[config.mk]
export PLATFORM = sky130hd
export DESIGN_NAME = student_tlul_reg_adapter
export DESIGN_NICKNAME = d
export VERILOG_FILES = /design/src/rtl/student_tlul_reg_adapter.sv
export SDC_FILE = /design/constraint.sdc
export NUM_CORES = 1
export LEC_CHECK = 0
export ABC_AREA = 0
export CAP_MARGIN = 20
export CORE_ASPECT_RATIO = 0.9
export CORE_UTILIZATION = 28
export DETAILED_ROUTE_END_ITERATION = 6
export MAX_ROUTING_LAYER = met4
export PLACE_DENSITY = 0.6
export REMOVE_ABC_BUFFERS = 1
export SYNTH_ARGS = -nofsm -noshare
export SYNTH_HDL_FRONTEND = slang
export SYNTH_SLANG_ARGS = --single-unit
[constraint.sdc]
create_clock -name clk_i -period 2.35 [get_ports clk_i]
set_input_delay 0.47 -clock clk_i [delete_from_list [all_inputs] [get_ports clk_i]]
set_output_delay 0.47 -clock clk_i [all_outputs]
set_load 0.1 [all_outputs]
[src/rtl/student_tlul_reg_adapter.sv]
`default_nettype none
// ============================================================================
// Module      : tlul_pkg / student_tlul_reg_adapter
// Description : The package holds the TL-UL channel structs and opcodes.
//               The module is a TL-UL device-side adapter for one output
//               port of the address mux. It accepts one request at a time and
//               turns it into a one-cycle register-bus strobe (re_o / we_o).
//               It then returns the D-channel response. Malformed requests
//               and devices that never answer are turned into error
//               responses so the host never stalls.
// Ports       : clk_i, rst_ni       - clock, synchronous active-low reset
//               tl_i / tl_o         - TL-UL request in / response out
//               re_o / we_o         - one-cycle read / write strobes
//               addr_o, wdata_o,
//               be_o                - registered byte address, data, enables
//               rdata_i, rvalid_i,
//               error_i             - device read data, valid, error
// Revision    : 1.0 - initial release
// ============================================================================

package tlul_pkg;

    localparam logic [2:0] c_put_full_data    = 3'd0;
    localparam logic [2:0] c_put_partial_data = 3'd1;
    localparam logic [2:0] c_get              = 3'd4;
    localparam logic [2:0] c_access_ack       = 3'd0;
    localparam logic [2:0] c_access_ack_data  = 3'd1;

    typedef struct packed {
        logic        a_valid;
        logic [2:0]  a_opcode;
        logic [2:0]  a_param;
        logic [1:0]  a_size;
        logic [7:0]  a_source;
        logic [31:0] a_address;
        logic [3:0]  a_mask;
        logic [31:0] a_data;
        logic [15:0] a_user;
        logic        d_ready;
    } tl_h2d_t;

    typedef struct packed {
        logic        d_valid;
        logic [2:0]  d_opcode;
        logic [2:0]  d_param;
        logic [1:0]  d_size;
        logic [7:0]  d_source;
        logic [0:0]  d_sink;
        logic [31:0] d_data;
        logic [15:0] d_user;
        logic        d_error;
        logic        a_ready;
    } tl_d2h_t;

endpackage

module student_tlul_reg_adapter #(
    parameter int ADDR_W  = 20,
    parameter int TIMEOUT = 16
) (
    input  logic               clk_i,
    input  logic               rst_ni,
    input  tlul_pkg::tl_h2d_t  tl_i,
    output tlul_pkg::tl_d2h_t  tl_o,
    output logic               re_o,
    output logic               we_o,
    output logic [ADDR_W-1:0]  addr_o,
    output logic [31:0]        wdata_o,
    output logic [3:0]         be_o,
    input  logic [31:0]        rdata_i,
    input  logic               rvalid_i,
    input  logic               error_i
);

    import tlul_pkg::*;

    // Wide enough to hold TIMEOUT-1 even when TIMEOUT is 1.
    localparam int CNT_W = $clog2(TIMEOUT + 1);
    localparam logic [CNT_W-1:0] c_cnt_last = CNT_W'(TIMEOUT - 1);

    typedef enum logic [1:0] {
        ST_IDLE  = 2'd0,
        ST_ISSUE = 2'd1,
        ST_WAIT  = 2'd2,
        ST_RESP  = 2'd3
    } state_e;

    state_e             r_state;
    state_e             w_state_next;

    logic               r_is_get;
    logic               r_re;
    logic               r_we;
    logic [ADDR_W-1:0]  r_addr;
    logic [31:0]        r_wdata;
    logic [3:0]         r_be;
    logic [CNT_W-1:0]   r_cnt;

    logic               r_d_valid;
    logic [2:0]         r_d_opcode;
    logic [1:0]         r_d_size;
    logic [7:0]         r_d_source;
    logic [31:0]        r_d_data;
    logic               r_d_error;

    logic               w_a_ready;
    logic               w_accept;
    logic               w_op_legal;
    logic               w_bad;
    logic               w_timeout;
    logic               w_unused;

    // ------------------------------------------------------------------
    // Request decode
    // ------------------------------------------------------------------
    assign w_a_ready = (r_state == ST_IDLE) && rst_ni;
    assign w_accept  = tl_i.a_valid && w_a_ready;

    assign w_op_legal = (tl_i.a_opcode == c_get)
                     || (tl_i.a_opcode == c_put_full_data)
                     || (tl_i.a_opcode == c_put_partial_data);

    // Misaligned sub-word and oversize accesses are rejected without
    // touching the register bus.
    assign w_bad = !w_op_legal
                || (tl_i.a_size > 2'd2)
                || ((tl_i.a_size == 2'd1) && tl_i.a_address[0])
                || ((tl_i.a_size == 2'd2) && (tl_i.a_address[1:0] != 2'b00));

    assign w_timeout = (r_cnt == c_cnt_last);

    // Fields that this device never looks at. The upper address bits have
    // already been consumed by the mux.
    assign w_unused = ^{tl_i.a_param, tl_i.a_user, tl_i.a_address};

    // ------------------------------------------------------------------
    // State machine
    // ------------------------------------------------------------------
    always_ff @(posedge clk_i) begin
        if (!rst_ni) begin
            r_state <= ST_IDLE;
        end else begin
            r_state <= w_state_next;
        end
    end

    always_comb begin
        w_state_next = r_state;
        case (r_state)
            ST_IDLE: begin
                if (w_accept) begin
                    w_state_next = w_bad ? ST_RESP : ST_ISSUE;
                end
            end
            ST_ISSUE: begin
                if (r_is_get && !rvalid_i) begin
                    w_state_next = ST_WAIT;
                end else begin
                    w_state_next = ST_RESP;
                end
            end
            ST_WAIT: begin
                if (rvalid_i || w_timeout) begin
                    w_state_next = ST_RESP;
                end
            end
            ST_RESP: begin
                if (tl_i.d_ready) begin
                    w_state_next = ST_IDLE;
                end
            end
            default: w_state_next = ST_IDLE;
        endcase
    end

    // ------------------------------------------------------------------
    // Datapath: request capture, strobes, response registers
    // ------------------------------------------------------------------
    always_ff @(posedge clk_i) begin
        if (!rst_ni) begin
            r_is_get   <= 1'b0;
            r_re       <= 1'b0;
            r_we       <= 1'b0;
            r_addr     <= '0;
            r_wdata    <= '0;
            r_be       <= '0;
            r_cnt      <= '0;
            r_d_valid  <= 1'b0;
            r_d_opcode <= '0;
            r_d_size   <= '0;
            r_d_source <= '0;
            r_d_data   <= '0;
            r_d_error  <= 1'b0;
        end else begin
            // Strobes are single-cycle by construction.
            r_re <= 1'b0;
            r_we <= 1'b0;

            case (r_state)
                ST_IDLE: begin
                    if (w_accept) begin
                        r_is_get   <= (tl_i.a_opcode == c_get);
                        r_addr     <= tl_i.a_address[ADDR_W-1:0];
                        r_wdata    <= tl_i.a_data;
                        r_be       <= tl_i.a_mask;
                        r_d_size   <= tl_i.a_size;
                        r_d_source <= tl_i.a_source;
                        r_d_opcode <= (tl_i.a_opcode == c_get) ? c_access_ack_data
                                                               : c_access_ack;
                        r_d_data   <= '0;
                        r_d_error  <= w_bad;
                        if (w_bad) begin
                            r_d_valid <= 1'b1;
                        end else if (tl_i.a_opcode == c_get) begin
                            r_re <= 1'b1;
                        end else begin
                            r_we <= 1'b1;
                        end
                    end
                end
                ST_ISSUE: begin
                    if (r_is_get) begin
                        if (rvalid_i) begin
                            r_d_data  <= error_i ? 32'h0 : rdata_i;
                            r_d_error <= error_i;
                            r_d_valid <= 1'b1;
                        end else begin
                            r_cnt <= '0;
                        end
                    end else begin
                        r_d_error <= error_i;
                        r_d_valid <= 1'b1;
                    end
                end
                ST_WAIT: begin
                    r_cnt <= r_cnt + 1'b1;
                    // Data arriving on the last allowed cycle still counts.
                    if (rvalid_i) begin
                        r_d_data  <= error_i ? 32'h0 : rdata_i;
                        r_d_error <= error_i;
                        r_d_valid <= 1'b1;
                    end else if (w_timeout) begin
                        r_d_data  <= '0;
                        r_d_error <= 1'b1;
                        r_d_valid <= 1'b1;
                    end
                end
                ST_RESP: begin
                    if (tl_i.d_ready) begin
                        r_d_valid <= 1'b0;
                    end
                end
                default: r_d_valid <= 1'b0;
            endcase
        end
    end

    // ------------------------------------------------------------------
    // Outputs
    // ------------------------------------------------------------------
    assign re_o    = r_re;
    assign we_o    = r_we;
    assign addr_o  = r_addr;
    assign wdata_o = r_wdata;
    assign be_o    = r_be;

    assign tl_o.d_valid  = r_d_valid;
    assign tl_o.d_opcode = r_d_opcode;
    assign tl_o.d_param  = 3'd0;
    assign tl_o.d_size   = r_d_size;
    assign tl_o.d_source = r_d_source;
    assign tl_o.d_sink   = 1'b0;
    assign tl_o.d_data   = r_d_data;
    assign tl_o.d_user   = 16'd0;
    assign tl_o.d_error  = r_d_error;
    assign tl_o.a_ready  = w_a_ready;

endmodule

`default_nettype wire

==> impl_metrics.py <==
# Generated from Yosys and OpenROAD reports
metrics = {
    "hold_path": {
        "timing.hold.worst.start": "r_d_data[28]",
        "worstHoldPathType": "reg2reg",
    },
    "clocking": {
        "clock_path_buffers": 2,
    },
    "global_route": {
        "global_route.overflow_total": 0,
        "grt_util_met1_pct": 17.4,
    },
    "final_layout": {
        "logic_area_sq_mm": 0.00197,
        "largest_class": "registers",
        "buffers": 218,
    },
    "drt": {
        "post-route-drc-count": 0,
        "met3WireLength_mm": 1.10,
        "top_signal_layer_used": "met4",
        "first_iter_violations": 150,
    },
    "pwr": {
        "power.clock.fraction_pct": 20.9,
        "comb_cell_power_mw": 4.01,
    },
    "timing": {
        "post-route-worst-setup-slack_ns": 0.259,
    },
    "run_status": {
        "status": "completed",
    },
    "yosys": {
        "topCellsByArea": "sky130_fd_sc_hd__dfxtp_1 (49%), sky130_fd_sc_hd__nand2_1 (14%), sky130_fd_sc_hd__o21ai_0 (7.9%), sky130_fd_sc_hd__buf_4 (4.4%), sky130_fd_sc_hd__nand3_1 (3.8%)",
        "post_synth.cell_area_avg_sq_um": 8.16,
        "library_cell_occupying_the_most_area_in_the_post_synthesis_netlist": "sky130_fd_sc_hd__dfxtp_1",
    },
    "critical_path": {
        "max_stage_delay_ns": 0.43,
        "worst_setup_path_endpoint": "r_state[0]",
        "setup.reg_to_reg.worst_slack_ns": 0.26,
    },
}
**The clock network**

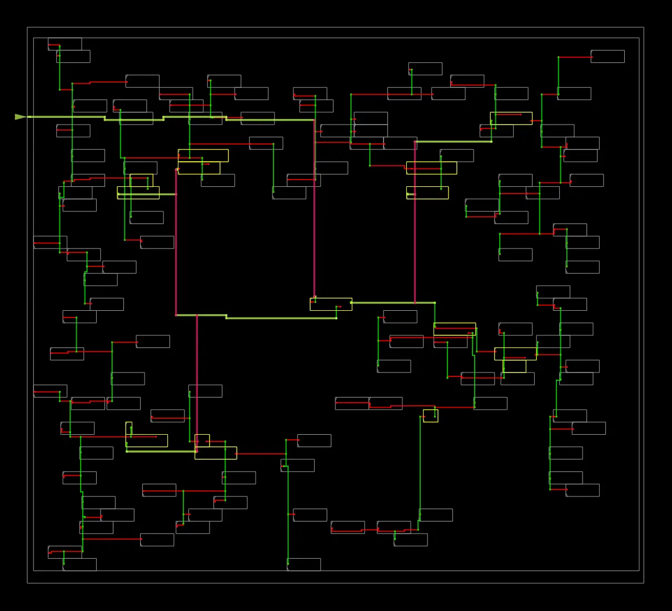
number of CTS-inserted buffers: 9
TritonCTS sink count: 110
Clock Skew: 0.00637 ns

**Sequential cells grouped by signal name**

Scale: 2 px per um.
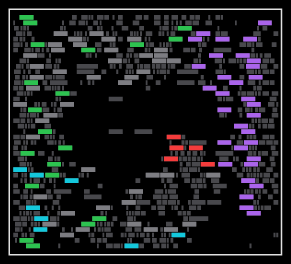
- r_d_source: cyan (placed flops 8)
- r_cnt: red (placed flops 5; where centre)
- addr_o: green (placed flops 20)
- r_d_data: purple (placed flops 32)
seq pwr: 2.33 mW
utilization after layout: 43.5%
footprint of the flip-flops and latches: 0.00220 sq mm
sequential cell area share: 32.6%

**Selected gate families**

Scale: 3 px per um.
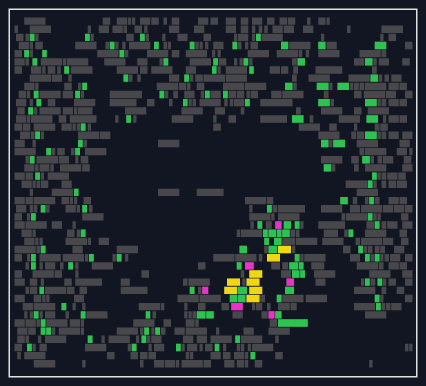
- adder and majority cells: yellow (cells 8; where south)
- AND and OR gates: magenta (cells 6)
- inverting AOI/OAI gates: green (cells 127; where spread over the die)
most common logic cell in the routed design: sky130_fd_sc_hd__nand2_1
combinational share of cell area: 29.1%
Final Non-Filler Cells: 944

**Wiring by layer**

Scale: 3 px per um.
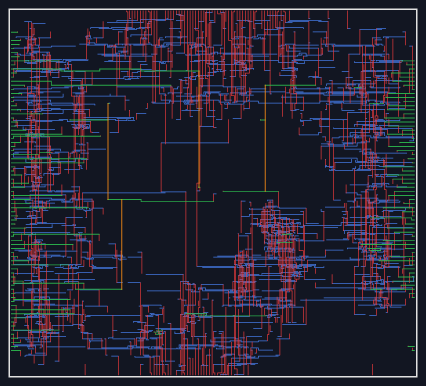
- metal 1: blue (wire length 5310 um)
- metal 3: green (wire length 1100 um)
- metal 2: red (wire length 5490 um)
- metal 4: orange (wire length 136 um)
Post-Route WL: 12.0 mm
overall track demand over capacity in global routing: 14.5%

**Nets reached from selected ports**

Scale: 3 px per um.
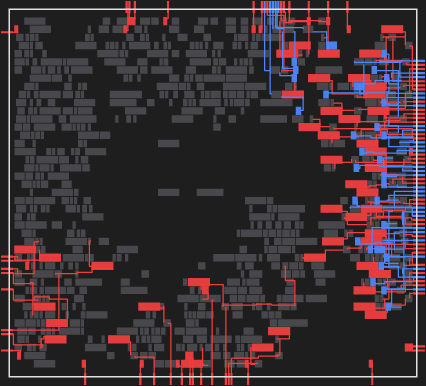
- tl_o: red (bits 68; direction output; end cells 68; buffers 46; wire 1340 um)
- rdata_i: blue (bits 32; direction input; end cells 32; buffers 32; wire 750 um)

Power figures rest on the tool's default switching activity, not on a simulated workload.
